File: src/rtl/fir_pkg.sv
// Shared types and arithmetic helpers for the serial programmable FIR.
package fir_pkg;

  typedef enum logic [1:0] {
    IDLE,
    MAC,
    OUT
  } state_e;

  // Width used by round_sat; accumulators are sign-extended into it.
  localparam int RS_W = 64;

  // Accumulator width that cannot overflow over TAPS full-scale products.
  function automatic int calc_acc_w(input int din_w, input int coef_w, input int taps);
    return din_w + coef_w + $clog2(taps);
  endfunction

  // Round half toward +inf by 2^frac, then clamp to a dout_w-bit signed range.
  function automatic logic signed [RS_W-1:0] round_sat(
    input logic signed [RS_W-1:0] acc,
    input int                     frac,
    input int                     dout_w
  );
    logic signed [RS_W-1:0] r;
    logic signed [RS_W-1:0] hi;
    logic signed [RS_W-1:0] lo;
    if (frac > 0) begin
      r = (acc + (64'sd1 <<< (frac - 1))) >>> frac;
    end else begin
      r = acc;
    end
    hi = (64'sd1 <<< (dout_w - 1)) - 64'sd1;
    lo = -(64'sd1 <<< (dout_w - 1));
    if (r > hi) begin
      r = hi;
    end else if (r < lo) begin
      r = lo;
    end
    return r;
  endfunction

endpackage

File: src/rtl/fir_coef_bank.sv
// Shadow/active coefficient banks. The shadow bank is written at any time;
// the active bank is reloaded from it only on commit, so a running MAC
// pass always sees a stable coefficient set. Tap k lives at
// COEF_INIT[k*COEF_W +: COEF_W].
module fir_coef_bank
  import fir_pkg::*;
#(
  parameter int                      COEF_W    = 8,
  parameter int                      TAPS      = 16,
  parameter logic [TAPS*COEF_W-1:0]  COEF_INIT = '0
) (
  input  logic                       clk,
  input  logic                       rst,
  input  logic                       we_i,
  input  logic [$clog2(TAPS)-1:0]    addr_i,
  input  logic signed [COEF_W-1:0]   wdata_i,
  input  logic                       commit_i,
  input  logic [$clog2(TAPS)-1:0]    rd_idx_i,
  output logic signed [COEF_W-1:0]   rd_coef_o
);

  localparam int          AW     = $clog2(TAPS);
  localparam int unsigned NADDR  = 2 ** AW;
  localparam int unsigned NTAPS  = TAPS;

  logic signed [COEF_W-1:0] shadow_q [TAPS];
  logic signed [COEF_W-1:0] shadow_d [TAPS];
  logic signed [COEF_W-1:0] active_q [TAPS];
  logic [NADDR-1:0]         addr_ok;

  // Addresses at or beyond TAPS map to nothing and are dropped.
  always_comb begin
    addr_ok = '0;
    for (int unsigned i = 0; i < NADDR; i++) begin
      addr_ok[i] = (i < NTAPS);
    end
  end

  // Next shadow contents; a same-cycle write is visible to a commit.
  always_comb begin
    shadow_d = shadow_q;
    if (we_i && addr_ok[addr_i]) begin
      shadow_d[addr_i] = wdata_i;
    end
  end

  // Bank registers: reset to COEF_INIT, commit copies the updated shadow.
  always_ff @(posedge clk) begin
    if (rst) begin
      for (int unsigned i = 0; i < NTAPS; i++) begin
        shadow_q[i] <= COEF_INIT[i*COEF_W +: COEF_W];
        active_q[i] <= COEF_INIT[i*COEF_W +: COEF_W];
      end
    end else begin
      shadow_q <= shadow_d;
      if (commit_i) begin
        active_q <= shadow_d;
      end
    end
  end

  // Combinational read of the active coefficient for the current tap.
  always_comb begin
    rd_coef_o = active_q[rd_idx_i];
  end

endmodule

File: src/rtl/fir_serial_prog.sv
// Single-MAC time-multiplexed FIR with programmable coefficients,
// valid/ready input handshake and round-then-saturate output.
module fir_serial_prog
  import fir_pkg::*;
#(
  parameter int                      DIN_W     = 10,
  parameter int                      DOUT_W    = 11,
  parameter int                      COEF_W    = 8,
  parameter int                      TAPS      = 16,
  parameter int                      FRAC      = 6,
  parameter logic [TAPS*COEF_W-1:0]  COEF_INIT = {
    8'h00, 8'h00, 8'h01, 8'hFE, 8'h02, 8'h00, 8'hF9, 8'h26,
    8'h26, 8'hF9, 8'h00, 8'h02, 8'hFE, 8'h01, 8'h00, 8'h00
  }
) (
  input  logic                       clk,
  input  logic                       rst,
  input  logic signed [DIN_W-1:0]    din,
  input  logic                       din_valid,
  output logic                       din_ready,
  output logic signed [DOUT_W-1:0]   dout,
  output logic                       dout_valid,
  input  logic                       coef_we,
  input  logic [$clog2(TAPS)-1:0]    coef_addr,
  input  logic signed [COEF_W-1:0]   coef_wdata
);

  localparam int AW     = $clog2(TAPS);
  localparam int PROD_W = DIN_W + COEF_W;
  localparam int ACC_W  = calc_acc_w(DIN_W, COEF_W, TAPS);

  state_e                    state_q, state_d;
  logic signed [DIN_W-1:0]   x_q [TAPS];
  logic [AW-1:0]             wr_ptr_q, wr_ptr_d;
  logic [AW-1:0]             rd_ptr_q, rd_ptr_d;
  logic [AW-1:0]             k_q, k_d;
  logic signed [ACC_W-1:0]   acc_q, acc_d;
  logic signed [DOUT_W-1:0]  dout_q, dout_d;

  logic                      accept;
  logic                      last_tap;
  logic signed [COEF_W-1:0]  coef_rd;
  logic signed [PROD_W-1:0]  prod;
  logic signed [ACC_W-1:0]   mac_sum;

  fir_coef_bank #(
    .COEF_W    (COEF_W),
    .TAPS      (TAPS),
    .COEF_INIT (COEF_INIT)
  ) u_coef_bank (
    .clk       (clk),
    .rst       (rst),
    .we_i      (coef_we),
    .addr_i    (coef_addr),
    .wdata_i   (coef_wdata),
    .commit_i  (accept),
    .rd_idx_i  (k_q),
    .rd_coef_o (coef_rd)
  );

  // Handshake and MAC step decode.
  always_comb begin
    accept   = din_valid && din_ready;
    last_tap = (k_q == AW'(TAPS - 1));
    prod     = PROD_W'(coef_rd) * PROD_W'(x_q[rd_ptr_q]);
    mac_sum  = acc_q + ACC_W'(prod);
  end

  // FSM state register.
  always_ff @(posedge clk) begin
    if (rst) begin
      state_q <= IDLE;
    end else begin
      state_q <= state_d;
    end
  end

  // FSM next-state logic.
  always_comb begin
    state_d = state_q;
    case (state_q)
      IDLE:    if (accept)   state_d = MAC;
      MAC:     if (last_tap) state_d = OUT;
      OUT:                   state_d = IDLE;
      default:               state_d = IDLE;
    endcase
  end

  // FSM outputs.
  always_comb begin
    din_ready  = (state_q == IDLE);
    dout_valid = (state_q == OUT);
    dout       = dout_q;
  end

  // Datapath next state: pointers, tap counter, accumulator, output.
  // dout is loaded from the final sum on the last MAC edge so that it is
  // already new during the single OUT cycle that flags it.
  always_comb begin
    wr_ptr_d = wr_ptr_q;
    rd_ptr_d = rd_ptr_q;
    k_d      = k_q;
    acc_d    = acc_q;
    dout_d   = dout_q;
    case (state_q)
      IDLE: begin
        if (accept) begin
          wr_ptr_d = (wr_ptr_q == AW'(TAPS - 1)) ? '0 : wr_ptr_q + 1'b1;
          rd_ptr_d = wr_ptr_q;
          k_d      = '0;
          acc_d    = '0;
        end
      end
      MAC: begin
        acc_d    = mac_sum;
        k_d      = k_q + 1'b1;
        rd_ptr_d = (rd_ptr_q == '0) ? AW'(TAPS - 1) : rd_ptr_q - 1'b1;
        if (last_tap) begin
          dout_d = DOUT_W'(round_sat(RS_W'(mac_sum), FRAC, DOUT_W));
        end
      end
      default: ;
    endcase
  end

  // Datapath registers.
  always_ff @(posedge clk) begin
    if (rst) begin
      wr_ptr_q <= '0;
      rd_ptr_q <= '0;
      k_q      <= '0;
      acc_q    <= '0;
      dout_q   <= '0;
    end else begin
      wr_ptr_q <= wr_ptr_d;
      rd_ptr_q <= rd_ptr_d;
      k_q      <= k_d;
      acc_q    <= acc_d;
      dout_q   <= dout_d;
    end
  end

  // Circular delay line, written only on accept.
  always_ff @(posedge clk) begin
    if (rst) begin
      for (int unsigned i = 0; i < TAPS; i++) begin
        x_q[i] <= '0;
      end
    end else if (accept) begin
      x_q[wr_ptr_q] <= din;
    end
  end

endmodule

File: config.mk
export PLATFORM = sky130hd
export DESIGN_NAME = fir_serial_prog
export DESIGN_NICKNAME = d
export VERILOG_FILES = /design/src/rtl/fir_pkg.sv /design/src/rtl/fir_coef_bank.sv /design/src/rtl/fir_serial_prog.sv
export SDC_FILE = /design/constraint.sdc
export NUM_CORES = 1
export LEC_CHECK = 0
export CAP_MARGIN = 20
export CELL_PAD_IN_SITES_DETAIL_PLACEMENT = 1
export CELL_PAD_IN_SITES_GLOBAL_PLACEMENT = 2
export CORE_ASPECT_RATIO = 0.5
export CORE_MARGIN = 8
export CORE_UTILIZATION = 28
export DETAILED_ROUTE_END_ITERATION = 10
export PLACE_DENSITY_LB_ADDON = 0.1
export SETUP_SLACK_MARGIN = 0.02
export SKIP_CTS_REPAIR_TIMING = 1
export SLEW_MARGIN = 40
export SYNTH_ARGS = -nofsm -noshare
export SYNTH_HDL_FRONTEND = slang
export SYNTH_SLANG_ARGS = --single-unit
File: constraint.sdc
create_clock -name clk -period 17.79 [get_ports clk]
set_input_delay 1.779 -clock clk [delete_from_list [all_inputs] [get_ports clk]]
set_output_delay 1.779 -clock clk [all_outputs]
set_load 0.1 [all_outputs]
==> impl_metrics.py <==
# Flow results
metrics = {
    "global_routing": {
        "busiest_layer": "met2",
        "grt.overflow.total": 0,
        "antenna_found_initial": 6,
        "met2_usage_pct": 22.5,
        "grt_max_degree": 106,
        "gr-usage-met1_pct": 20.8,
        "grt_usage_pct": 14.3,
        "grt_pass1_vias": 16700,
    },
    "timing": {
        "slew_violations": 0,
        "tightest_slew_ns": 0.804,
        "hold_slack_ns": 0.458,
        "relSlewSlack_pct": 46.2,
        "rsz0062_at_grt": "no",
        "finalCritPeriodShare_pct": 50.5,
        "finalSetupViolCount": 0,
        "period_minus_slack_ns": 8.99,
        "finClkSkew_ns": 0.0148,
        "max_freq_ghz": 0.111,
    },
    "yosys": {
        "synth_flops": 467,
        "synth_nets": 2251,
        "flop_cell": "dfxtp_1",
        "ys_cells": 2065,
        "synthArstFlopShare_pct": 0,
        "avgSynthCellArea_sq_um": 11.5,
        "synth-edff-count": 160,
        "synth.yosys.seq_area_share_pct": 46.1,
        "syn_inst": 2065,
    },
    "final_layout": {
        "drive_above_1_share_pct": 13.2,
        "design_area_sq_um": 26900,
        "fin_nets": 2231,
        "regArea_sq_um": 11000,
        "logic_area_sq_um": 11900,
        "area_growth_pct": 13.3,
    },
    "power": {
        "p_sw_share_pct": 35.1,
        "power.leakage_nw": 10.7,
        "power.internal_mw": 2.21,
        "cellPowerDensity_nw_per_um2": 126,
        "p_comb_share_pct": 33.1,
        "vdd_ir_drop_max_uv": 68.0,
    },
    "cts": {
        "root_buffer": "clkbuf_16",
        "cts_tree": "built",
        "path_clk_slew_ns": 0.06,
        "h-tree-depth": 2,
        "numCtsBuffers": 48,
    },
    "placement": {
        "hpwlAfterDp_um": 45700,
        "placed_cell_area_sq_um": 25200,
        "gp_congestion": 0.714,
    },
    "status": {
        "status": "finished clean",
    },
    "floorplan": {
        "coreArea_sq_um": 84000,
        "row_count": 75,
        "initial_core_util_pct": 28.3,
        "dieArea_sq_um": 95000,
        "die_w_um": 428,
    },
    "critical_path": {
        "slowest_delay_ns": 0.70,
        "critPathBufInv": 1,
        "required_ns": 18.22,
        "crit_family": "adder cells",
        "worstPathMaxFanout": 27,
        "r2r_start": "k_q[0]",
        "path_class": "reg -> reg",
        "cp-start-kind": "flip-flop",
        "crit_top_cell": "fa_1",
    },
    "run": {
        "cap_violations": 0,
    },
    "routing": {
        "dr.pass1.iters": 4,
        "ant_nets": 0,
        "viasPerCell": 4.78,
    },
}
cells in the final DEF, fill, tap and decap left out, drive strengths merged, types with 7 or more instances in the layout:
cell type and instances:
a22o 16, a211oi 98, a311oi 12, edfxtp 160, xor2 9, nor2 285, dfxtp 307, fa 102
a21o 13, nand2 50, nand2b 48, mux2i 129, or2 13, a21oi 20, and2 173, o21a 7
a211o 38, clkdlybuf4s50 20, and3 46, clkinv 8, xnor2 22, nand3 12, buf 56, ha 58
o31ai 10, mux4 89, inv 109, o21ai 18, clkbuf 75
metal layers:
layer / wire length [um] / vias to the layer above
li1: - / 7239
met4: 1080 / 0
met2: 30300 / 150
met1: 34900 / 7825
met5: 0 / -
met3: 2190 / 76
cells by family after synthesis:
group           Yosys count  synth area share (%)
mux                     220                  14.0
simple gates            660                  13.9
xor+xnor                 31                  1.21
flops                   467                  46.1
compound gates          273                  8.98
buf+inv                 254                  4.26
fa+ha+maj               160                  11.6
through the flow:
stage                     total power, mW  instances  setup slack, ns
final                                3.40       3199             8.80
after global routing                 3.63       3199             8.06
after CTS                            3.46       3198             8.58
after detailed placement             2.35       3110             8.64
after global placement               2.35       3107             8.13
after floorplan                      2.04       2065             9.44
Yosys cell counts (15+ instances only):
| master | count | area (sq um) |
|---|---|---|
| nor2_1 | 285 | 1070 |
| and2_1 | 173 | 1080 |
| nand2b_1 | 48 | 300 |
| a211o_1 | 38 | 333 |
| a22o_1 | 15 | 131 |
| inv_1 | 108 | 405 |
| a21oi_1 | 18 | 90.1 |
| and3_1 | 43 | 269 |
| nand2_1 | 50 | 188 |
| mux2i_1 | 129 | 1290 |
| edfxtp_1 | 160 | 4800 |
| clkbuf_1 | 125 | 469 |
| ha_1 | 58 | 726 |
| o21ai_0 | 15 | 75.1 |
| dfxtp_1 | 307 | 6150 |
| xnor2_1 | 20 | 175 |
| fa_1 | 102 | 2040 |
| mux4_2 | 89 | 2000 |
| a211oi_1 | 96 | 721 |
final timing paths:
kind,to,slack (ns),cells after the start
max,dout[6],8.80,18
min,u_coef_bank.active_q[75],0.46,1
max reg2reg,dout[6],8.80,18
min reg2reg,u_coef_bank.active_q[75],0.46,1
registers in the layout, summed over array words and instances, names as in the netlist, named ones only:
name and cells:
acc_q 22, dout 11, k_q 4, rd_ptr_q 4
state_q 2, u_coef_bank.active_q 128, u_coef_bank.shadow_q 128, wr_ptr_q 4
x_q 160
power groups by stage:
stage | sequential, mW | combinational (mW) | clock (mW)
final | 1.19 | 1.13 | 1.08
after global routing | 1.20 | 1.27 | 1.17
after CTS | 1.19 | 1.14 | 1.13
after detailed placement | 1.22 | 1.13 | 0
after global placement | 1.21 | 1.14 | 0
after floorplan | 1.20 | 0.836 | 0
layout make-up:
cell class              count  share of cell area (%)
multi-input cells        1344                    44.1
flip-flops and latches    467                    40.7
clock buffers              75                    5.44
well taps                1116                    5.18
repair buffers             76                    2.42
inverters                 108                    1.51
clock inverters            13                   0.692
m3.png
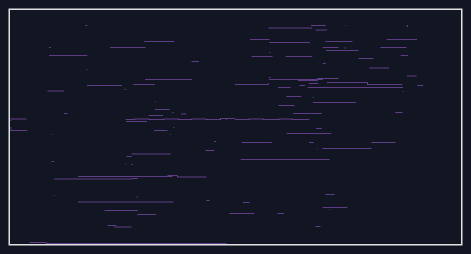
The longest straight run is 171 um. The layer carries 2190 um of wire. 41 nets have wire on it.
routing usage on met3: 2.34%
vias after detailed routing: 15300
final WL: 68400 um

ff_map.png
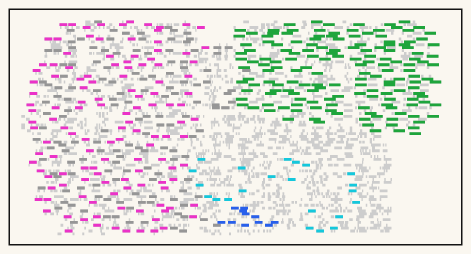
Magenta is `u_coef_bank.shadow_q`, flops 128. Blue is `dout`, flops 11, where south. Cyan is `acc_q`, flops 22. Green is `x_q`, flops 160.

port_trees.png
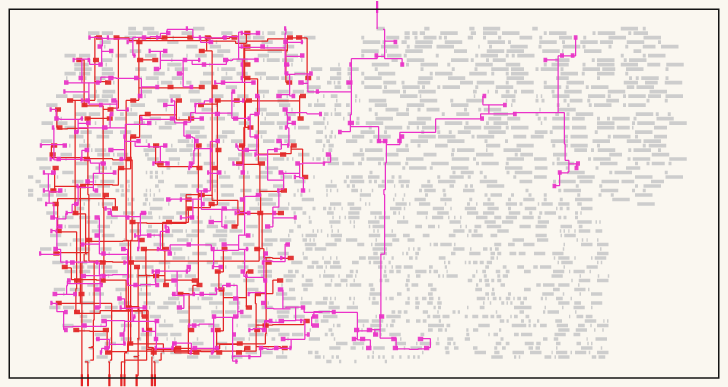
Magenta is `rst`, bits 1, direction input, edge north, end cells 301, buffers 3, wire 3600 um. Red is `coef_wdata`, bits 8, direction input, edge south, end cells 128, buffers 12, wire 3950 um.
Port Buf Inserts: 38
io pins: 39

route_heat.png
The die is cut into 21 by 11 equal tiles; black is low, pale yellow is high, scaled to the fullest tile. Values are wire area over tile area, all layers added.
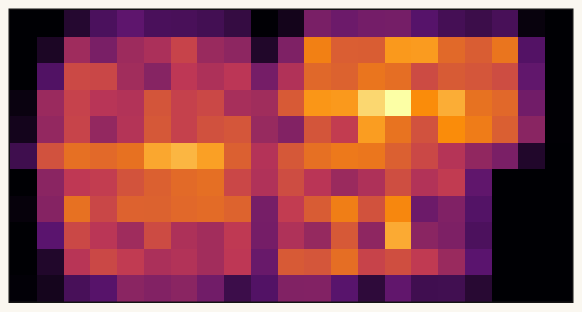
41% of the tiles are over half the peak. The densest ninth of the die: center. The emptiest ninth of the die: south-east. 13% of the tiles are nearly empty.

Power is estimated from default activity; no workload was simulated.
